==> config.mk <==
export PLATFORM = sky130hd
export DESIGN_NAME = parallel_send_flat
export DESIGN_NICKNAME = d
export VERILOG_FILES = /design/src/rtl/parallel_send_if.sv /design/src/rtl/parallel_send.sv /design/src/flat_wrapper.sv
export SDC_FILE = /design/constraint.sdc
export NUM_CORES = 1
export LEC_CHECK = 0
export ABC_AREA = 1
export CAP_MARGIN = 25
export CORE_AREA = 2 2 147 257
export DETAILED_ROUTE_END_ITERATION = 8
export DIE_AREA = 0 0 149 259
export HOLD_SLACK_MARGIN = 0.08
export PLACE_DENSITY = 0.64
export SYNTH_ARGS = -nofsm -noshare
export SYNTH_HDL_FRONTEND = slang
export SYNTH_SLANG_ARGS = --single-unit
==> constraint.sdc <==
create_clock -name CLK -period 4.2 [get_ports CLK]
set_input_delay 0.84 -clock CLK [delete_from_list [all_inputs] [get_ports CLK]]
set_output_delay 0.84 -clock CLK [all_outputs]
set_load 0.005 [all_outputs]
Run 1, M1 wires:
Scale: 2 px per um. Supply wires on this layer in grey. Cells faint in the background.
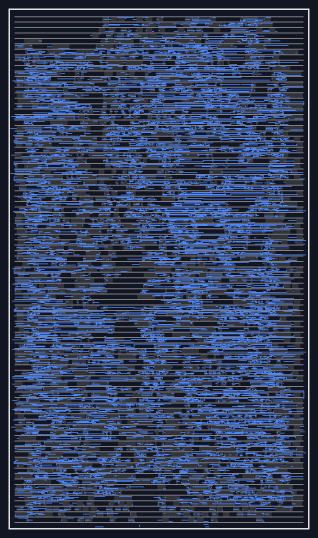
- wire length on this layer: 20.4 mm
- nets with wire on the layer: 2,453
- longest straight run: 47.4 um
Vias: 16,600
Post-Route WL: 60,200 um
met1 Use GR: 32.3%

Run 1, metal 2:
Scale: 2 px per um.
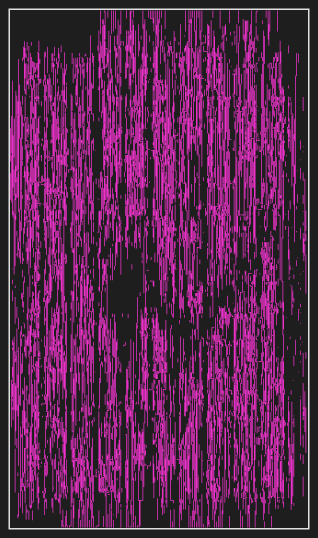
- share of all routed wire: 53%
- longest straight run: 66.8 um
- main direction: vertical
- nets with wire on the layer: 2,293
- wire length on this layer: 32.1 mm
M2 GR Usage: 58.7%

Run 1, met3 routing:
Scale: 3 px per um. Cells faint in the background.
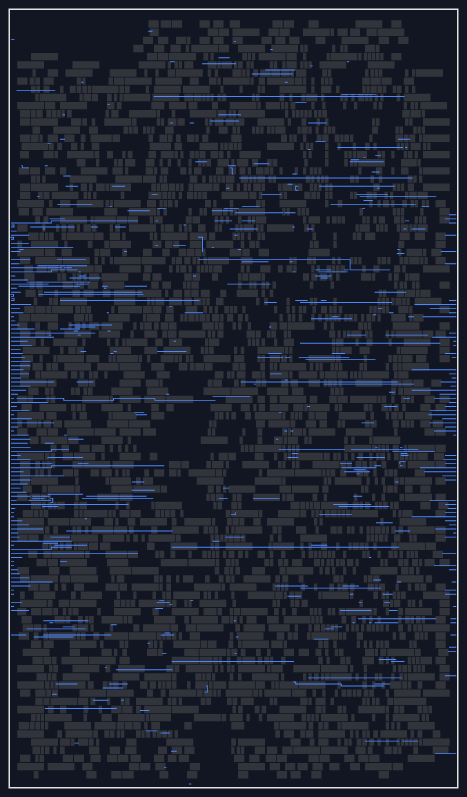
- longest straight run: 83.3 um
- nets with wire on the layer: 328
- share of all routed wire: 5.3%
grt met3 use: 4.11%

Run 1, signal wires on met4:
Scale: 2 px per um. Supply wires on this layer in grey. Cells faint in the background.
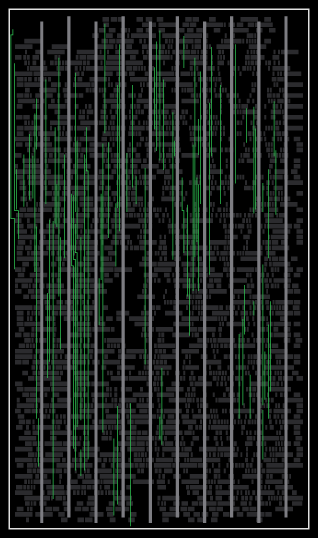
- wire length on this layer: 4,540 um
- main direction: vertical
- nets with wire on the layer: 72
- longest straight run: 158 um

==> ci_impl_report.md, run 1 <==
## Synthesis and layout report

| Metric | Value |
|---|---|
| Adder-cell share of the synthesized area | `9.25%` |
| Area growth from synthesis to layout | `31.6%` |
| Ys Warns | `0` |
| Placer Congestion | `0.950` |
| Latency at later pin | `0.57 ns` |
| Setup Viol. Count Final | `64` |
| Number of remaining DRC errors | `0` |
| Die Ht | `259 um` |
| Via density | `5.47` |
| Crit path arrival time | `7.95 ns` |
| Failing checks | `negative setup slack` |
| Basic Gates by Area | `30.3%` |
| Post-synth EDFFs | `0` |
| Final instance area | `21,400 um2` |
| CP most frequent cell | `fa_1` |
| Yosys chip area | `16,200 um2` |
| P_leak | `9.84 nW` |
| Synth flops | `239` |
| Top cells by area | `dfrtp_1 37%, nand2_1 14%, inv_1 7.7%` |
| First-pass DRT Iterations | `5` |
| Post-synthesis cell area | `16,200 um2` |
| FP Rows | `93` |
| RSZ-0062 raised after global routing | `yes` |
| Pre-CTS setup slack | `-4.35 ns` |
| Post-synth top flop | `dfrtp_1` |
| Final Hold Violating Endpoints | `0` |
| Comb area leader | `simple AND/OR/NAND/NOR gates` |
| Avg Inst Size Synth | `7.33 um2` |
| Wire length per cell | `19.8 um` |
| Floorplan Nets | `2,370` |
| Initial DRC Count | `864` |
| First-pass GRT wire length | `93,400 um` |
| R2R Setup Slk | `1.59 ns` |
| Grt ovf | `0` |
| Crit-path max cell delay | `0.57 ns` |
| Chip area | `38,600 um2` |
| Fin nets | `2,700` |
| Final WS setup | `-3.28 ns` |
| DIE WIDTH | `149 um` |
| Status | `finished, violations left` |
| Slowest cell on the critical path | `fa_1` |
| Cycle use final | `178%` |
| Required @ worst endpoint | `4.67 ns` |
| CTS max path bufs | `3` |
| Residual antenna-violating net count after detailed routing | `0` |
| Worst Path Max Fanout | `4` |
| GRT Overall Usage | `31.3%` |
| Ys async rst share | `100%` |
| H-tree Lvls | `1` |
| Max-cap violation count | `0` |
## run 1: metrics by stage
step | instances | power [mW]
3_5_place_dp | 2977 | 13.9
5_1_grt | 3038 | 18.0
2_1_floorplan | 2213 | 10.5
4_1_cts | 3034 | 16.4
3_3_place_gp | 2976 | 13.6
6_report | 3038 | 16.9
## run 1: per-layer routing
metal	GRT usage (%)	part of all wire, %	vias to the layer above
met1	32.3	34	7996
met3	4.11	5.3	175
met5	0	0	-
li1	-	-	7827
met2	58.7	53	609
met4	19.4	7.5	0
## run 1: placed cells by master (no fill, tap or decap), types with 7 or more instances in the layout
cell,instances
o21ai_1,17
o21ai_0,137
fa_2,7
nand4_1,51
xor2_1,24
o21ai_2,16
nand2_1,564
inv_1,315
ha_1,30
nand3b_1,11
buf_4,91
nor2_1,186
buf_12,7
fa_1,48
clkbuf_16,25
nand3_2,39
inv_2,28
dlygate4sd2_1,17
dfrtp_1,239
nor3_1,40
buf_6,9
a21oi_1,64
nor2_2,19
a32o_1,40
clkdlybuf4s50_1,226
nand3_1,133
nand2_2,22
nor2_4,11
o22ai_1,40
## run 1: worst max-delay path: cells and delay by family
family / cells / cell delay [ns]
simple gates: 10 / 1.01
xor+xnor: 1 / 0.13
buf+inv: 5 / 0.47
compound gates: 1 / 0.22
fa+ha+maj: 12 / 5.25
## run 1: repair_timing
action / CTS / global route
gates resized: 149 / 37
setup endpoints to repair: 64 / 64
cloned: 1 / 0
pin swaps: 49 / 33
buffers inserted: 11 / 3
## run 1: logic make-up after synthesis
family	Yosys count
and+or+nand+nor	1113
buffers and inverters	410
AOI/OAI and AO/OA	334
DFF	239
adders and majority gates	87
xor gates and xnor gates	30
## run 1: synth_stat cells (24+ instances only)
library cell	instances
o22ai_1	40
xor2_1	24
fa_1	55
ha_1	32
o21ai_0	159
a21oi_1	68
nor3_1	40
nand2_1	585
clkbuf_1	36
nor2_1	196
dfrtp_1	239
nand4_1	51
nand3_1	170
a32o_1	40
inv_1	334
## run 1: power breakdown
group	switching [mW]	leakage (nW)	internal, mW
Clock	1.03	0.401	1.30
Sequential	0.102	3.32	2.41
Combinational	6.45	6.12	5.56
Total	7.58	9.84	9.27
## run 1: final cells by class
cell class	count	area (um2)
inverter	346	1310
antenna	2	5.00
tap	475	594
timing repair buffer	367	3510
clock inverter	11	128
clock buffer	34	699
sequential	239	5980
fill	3514	15200
multi-input combinational	1564	9130
Run 1, congestion heat map:
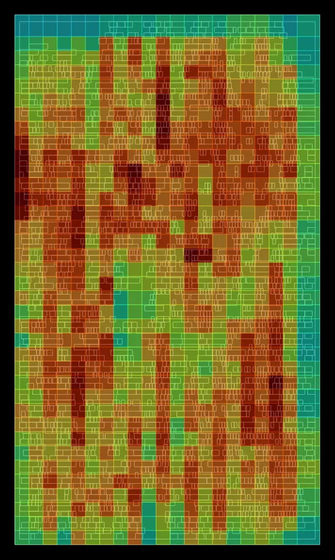

==> inputs of run 2 (changes only) <==
Settings changed: CORE_AREA 2 2 147 257 to 2 2 193 195, DIE_AREA 0 0 149 259 to 0 0 195 197, PLACE_DENSITY 0.64 to 0.65.
Run 2, congestion heat map:
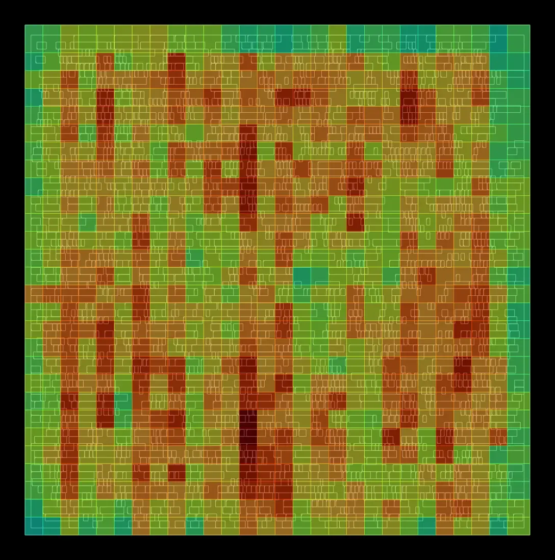
GRT busiest layer: met2
GRT Overall Usage: 30.3%
met1 Use GR: 42.6%
wire length per cell: 19.2 um
M2 GR Usage: 48.7%

==> ci_impl_report.md, run 2 <==
## Synthesis and layout report

| Metric | Value |
|---|---|
| Status | `finished, violations left` |
| Failing checks | `negative setup slack` |
| Fmax | `0.136 GHz` |
| Crit-path max cell delay | `0.60 ns (+0.03 ns)` |
| Post-Route WL | `58,600 um (-2.7%)` |
| Initial DRC Count | `1,155 (+34%)` |
| Ys async rst share | `100% (unchanged)` |
| Yosys chip area | `16,200 um2 (unchanged)` |
| Die Ht | `197 um (-24%)` |
| Final WS setup | `-3.16 ns (+0.122 ns)` |
| H-tree Lvls | `1 (unchanged)` |
| Cycle use final | `175% (-2.9 points)` |
| Top post-synthesis cells by count | `585 x nand2_1, 334 x inv_1, 239 x dfrtp_1` |
| Final Hold Violating Endpoints | `0 (unchanged)` |
| Top Layout Cells | `542 x nand2_1, 301 x inv_1, 239 x dfrtp_1` |
| Post-synthesis cell area | `16,200 um2 (unchanged)` |
| Slowest cell on the critical path | `fa_2` |
| Worst Path Max Fanout | `7 (+3)` |
| Post-synth EDFFs | `0 (unchanged)` |
| Pwr dens | `880 nW/um2` |
| CP most frequent cell | `fa_1` |
| First-pass DRT Iterations | `7 (+2)` |
| Area growth from synthesis to layout | `35.1%` |
| FP Rows | `70 (-25%)` |
| Vias | `16,600 (-0.11%)` |
| Floorplan Nets | `2,370 (unchanged)` |
| Residual antenna-violating net count after detailed routing | `0 (unchanged)` |
| Crit path arrival time | `7.88 ns (-0.07 ns)` |
| R2R Setup Slk | `1.64 ns (+0.05 ns)` |
| Chip area | `38,400 um2 (-0.46%)` |
| Avg Inst Size Synth | `7.33 um2 (unchanged)` |
| Worst-margin pin slew | `0.960 ns` |
| Placer Congestion | `0.983 (+3.4%)` |
| CTS max path bufs | `3 (unchanged)` |
| Required @ worst endpoint | `4.72 ns (+0.05 ns)` |
| RSZ-0062 raised after global routing | `yes` |
| Max-cap violation count | `0 (unchanged)` |
| Setup Viol. Count Final | `64 (unchanged)` |
| Ys Warns | `0 (unchanged)` |
| Pre-CTS setup slack | `-4.24 ns (+0.114 ns)` |
| Number of remaining DRC errors | `0 (unchanged)` |
| Post-synth top flop | `dfrtp_1` |
| Top cells by area | `dfrtp_1 37%, nand2_1 14%, inv_1 7.7%` |
| Via density | `5.45 (-0.37%)` |
| Grt ovf | `0 (unchanged)` |
| Final instance area | `21,900 um2 (+2.7%)` |
| Latency at later pin | `0.58 ns (about the same)` |
| DIE WIDTH | `195 um (+31%)` |
| Fill cells | `3,318 (-5.6%)` |
| First-pass GRT wire length | `91,700 um (-1.8%)` |
==> run 2: cell counts after synthesis <==
Identical to the previous run, type by type.
==> run 2: worst max-delay path, delay by kind of cell <==
family | cells | cell delay (ns)
buffers and inverters | 5 | 0.59
adders and majority gates | 11 | 4.92
and+or+nand+nor | 11 | 1.30
AOI/OAI and AO/OA | 2 | 0.20
==> run 2: power breakdown <==
part / leakage [nW] / switching (mW) / internal, mW
logic: 6.34 / 7.28 / 6.86
registers: 3.32 / 0.0973 / 2.41
clock network: 0.486 / 1.05 / 1.61
==> run 2: area by class of cell <==
cell class	instances	area, um2	area share, %
multi-input cells	1564	9350	42.6
flip-flops and latches	239	5980	27.3
repair buffers	371	3680	16.8
inverters	346	1320	6.00
clock buffers	49	882	4.02
well taps	468	586	2.67
clock inverters	6	120	0.548
diodes	3	7.51	0.0342
==> run 2: repair_timing <==
item,CTS,global route
pin swaps,53,60
hold endpoints to repair,0,0
gates cloned,5,1
buffers inserted,13,11
endpoints found under the setup margin,64,64
resized,171,115
==> run 2: cells by family after synthesis <==
family / share of synthesized area, %
DFF: 36.8
xor gates and xnor gates: 1.62
adders and majority gates: 9.25
buffers and inverters: 9.94
and+or+nand+nor: 30.3
AOI/OAI and AO/OA: 12.1
==> run 2: layer usage <==
layer  part of all wire (%)  GRT usage [%]
met1                     44           42.6
met2                     46           48.7
met3                    7.3           4.96
met4                    2.3           8.14
met5                  0.019              0
==> run 2: stage by stage <==
step | setup TNS (ns) | total power, mW | instances
final | -198.28 | 19.3 | 3046
after global routing | -215.06 | 20.4 | 3045
after CTS | -198.60 | 18.0 | 3035
after detailed placement | -267.02 | 15.0 | 2962
after global placement | -262.77 | 14.8 | 2961
after floorplan | -201.75 | 10.5 | 2213
Power and IR drop assume default switching activity.
